--- config.mk ---
export PLATFORM = sky130hd
export DESIGN_NAME = serial_add_ctrl
export DESIGN_NICKNAME = d
export VERILOG_FILES = /design/src/rtl/serial_add_ctrl.sv
export SDC_FILE = /design/constraint.sdc
export NUM_CORES = 1
export LEC_CHECK = 0
export CAP_MARGIN = 30
export CORE_MARGIN = 3
export CORE_UTILIZATION = 35
export DETAILED_ROUTE_END_ITERATION = 8
export SLEW_MARGIN = 20
export SYNTH_ARGS = -nofsm -noshare
export SYNTH_HDL_FRONTEND = slang
export SYNTH_SLANG_ARGS = --single-unit
--- constraint.sdc ---
create_clock -name clk -period 2 [get_ports clk]
set_input_delay 0.4 -clock clk [delete_from_list [all_inputs] [get_ports clk]]
set_output_delay 0.4 -clock clk [all_outputs]
set_load 0.01 [all_outputs]
--- src/rtl/serial_add_ctrl.sv ---
// Bit-serial adder controller: one shared full adder (two half adders + OR)
// walks a WIDTH-bit add LSB-first. Optional ovf_out port under SERIAL_ADD_OVF_EN.

module half_adder (
    input  logic a,
    input  logic b,
    output logic s,
    output logic c
);
    assign s = a ^ b;
    assign c = a & b;
endmodule

module serial_add_ctrl #(
    parameter int WIDTH = 8
) (
    input  logic             clk,
    input  logic             rst_n,
    input  logic             start,
    input  logic [WIDTH-1:0] a_in,
    input  logic [WIDTH-1:0] b_in,
    input  logic             c_in,
    output logic             busy,
    output logic             done,
    output logic [WIDTH-1:0] s_out,
    output logic             c_out
`ifdef SERIAL_ADD_OVF_EN
    ,
    output logic             ovf_out
`endif
);
    localparam int CW = (WIDTH > 1) ? $clog2(WIDTH) : 1;

    typedef enum logic [1:0] {IDLE, RUN, DONE} state_t;

    state_t           state_q, state_d;
    logic [WIDTH-1:0] a_q, a_d, b_q, b_d;
    // Only WIDTH-1 bits are kept: the bit shifted in on the final edge goes
    // straight into s_out, so a full-width register would never read its LSB.
    logic [WIDTH-2:0] sum_q, sum_d;
    logic [WIDTH-1:0] s_q, s_d;
    logic [CW-1:0]    cnt_q, cnt_d;
    logic             carry_q, carry_d;
    logic             c_q, c_d;
    logic             busy_q, busy_d;
    logic             done_q, done_d;
    logic             ha0_s, ha0_c, ha1_c, fa_s, fa_c;

    half_adder u_ha0 (.a(a_q[0]), .b(b_q[0]),  .s(ha0_s), .c(ha0_c));
    half_adder u_ha1 (.a(ha0_s),  .b(carry_q), .s(fa_s),  .c(ha1_c));
    assign fa_c = ha0_c | ha1_c;

`ifdef SERIAL_ADD_OVF_EN
    logic ovf_q, ovf_d;
`endif

    always_comb begin
        state_d = state_q;
        a_d     = a_q;
        b_d     = b_q;
        sum_d   = sum_q;
        s_d     = s_q;
        cnt_d   = cnt_q;
        carry_d = carry_q;
        c_d     = c_q;
        busy_d  = busy_q;
        done_d  = 1'b0;
`ifdef SERIAL_ADD_OVF_EN
        ovf_d   = ovf_q;
`endif
        case (state_q)
            IDLE: begin
                if (start) begin
                    a_d     = a_in;
                    b_d     = b_in;
                    carry_d = c_in;
                    cnt_d   = '0;
                    sum_d   = '0;
                    busy_d  = 1'b1;
                    state_d = RUN;
                end
            end
            RUN: begin
                sum_d   = (WIDTH-1)'({fa_s, sum_q} >> 1);
                carry_d = fa_c;
                a_d     = a_q >> 1;
                b_d     = b_q >> 1;
                cnt_d   = cnt_q + CW'(1);
                if (cnt_q == CW'(WIDTH - 1)) begin
                    s_d     = {fa_s, sum_q};
                    c_d     = fa_c;
                    busy_d  = 1'b0;
                    done_d  = 1'b1;
                    state_d = DONE;
`ifdef SERIAL_ADD_OVF_EN
                    // carry_q here is the carry into the MSB position
                    ovf_d   = carry_q ^ fa_c;
`endif
                end
            end
            DONE:    state_d = IDLE;
            default: state_d = IDLE;
        endcase
    end

    always_ff @(posedge clk or negedge rst_n) begin
        if (!rst_n) begin
            state_q <= IDLE;
            a_q     <= '0;
            b_q     <= '0;
            sum_q   <= '0;
            s_q     <= '0;
            cnt_q   <= '0;
            carry_q <= 1'b0;
            c_q     <= 1'b0;
            busy_q  <= 1'b0;
            done_q  <= 1'b0;
`ifdef SERIAL_ADD_OVF_EN
            ovf_q   <= 1'b0;
`endif
        end else begin
            state_q <= state_d;
            a_q     <= a_d;
            b_q     <= b_d;
            sum_q   <= sum_d;
            s_q     <= s_d;
            cnt_q   <= cnt_d;
            carry_q <= carry_d;
            c_q     <= c_d;
            busy_q  <= busy_d;
            done_q  <= done_d;
`ifdef SERIAL_ADD_OVF_EN
            ovf_q   <= ovf_d;
`endif
        end
    end

    assign busy  = busy_q;
    assign done  = done_q;
    assign s_out = s_q;
    assign c_out = c_q;
`ifdef SERIAL_ADD_OVF_EN
    assign ovf_out = ovf_q;
`endif

endmodule
==> results.txt <==
Physical implementation.

- After technology mapping, the gate count stands at 130.
- The number of DRC markers in iteration 0 is between 50 and 60.
- The part of the cycle the worst path needs is 80.21%.
- The starting density of the core is 37.67%.
- STA reports the tightest min-delay check as being of type in -> async.
- The clock sink count is 40.
- The number of cells on the worst reg-to-reg path is 4.
- The worst hold slack is 0.1575 ns.
- The number of remaining DRC errors is 0.
- Setup repair after global routing left no endpoint under its margin.
- The total standard cell area after synthesis is 1697 µm².
- The main area contributors are sky130_fd_sc_hd__dfrtp_1 59%, sky130_fd_sc_hd__mux2_4 7.1%, sky130_fd_sc_hd__a22o_1 4.6%.
- The sequential cell fraction of total power is 43.4%.
- The number of buffer and inverter instances along the worst setup path is 1.
- The detailed router reported a total wirelength of ~3200 µm.
- Headroom to the max-slew limit came out at 66.57%.
- The area-dominant cell class after layout is sequential cells.
- In this run the top signal layer used is met4.
- The buffer levels on the longest clock path is 2.
- The number of sequential storage elements is about 40.
- Per the final report, the share of cell area in non-clock buffers is 14.86%.
- The total global routing track utilization is 13.39%.
- The tool flagged a number of max-cap violations equal to 0.
- In the finished layout, the clock tree contains a buffer count of 5.
- The flow ran to the end, and the final reports show no timing, DRC or antenna violations.
- The total congestion overflow after global routing is 0.
- The arrival time reported for the critical path endpoint is between 1 and 1.5 ns.
- The dominant cell by count in the synthesized netlist is sky130_fd_sc_hd__dfrtp_1.
- The endpoint class of the critical path is an output pin.
- By instance count after routing, the leading logic cell type is sky130_fd_sc_hd__dfrtp_1.
- The endpoint of the worst register-to-register path is s_out[0].
- The count of instantiated cells in the yosys netlist is 130.
- Based on the critical path, the design can be clocked at up to around 620 MHz.
ff_map.png
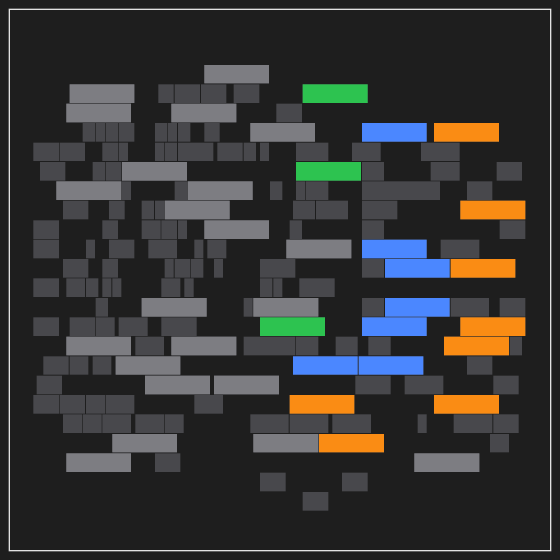
- sum_q: blue (sequential cells 7)
- cnt_q: green (sequential cells 3)
- s_out: orange (sequential cells 8)
sequential fraction of total cell area: 46.81%
sequential cell power: 1.41 mW
FF/Latch Area: 1001 µm²

port_trees.png
Bar = 20 µm.
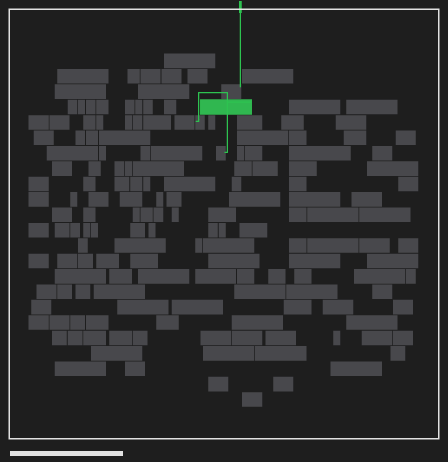
- busy: green (bits 1; direction output; edge north; end cells 1; buffers 1; wire 38.9 µm)

Power figures rest on the tool's default switching activity, not on a simulated workload.
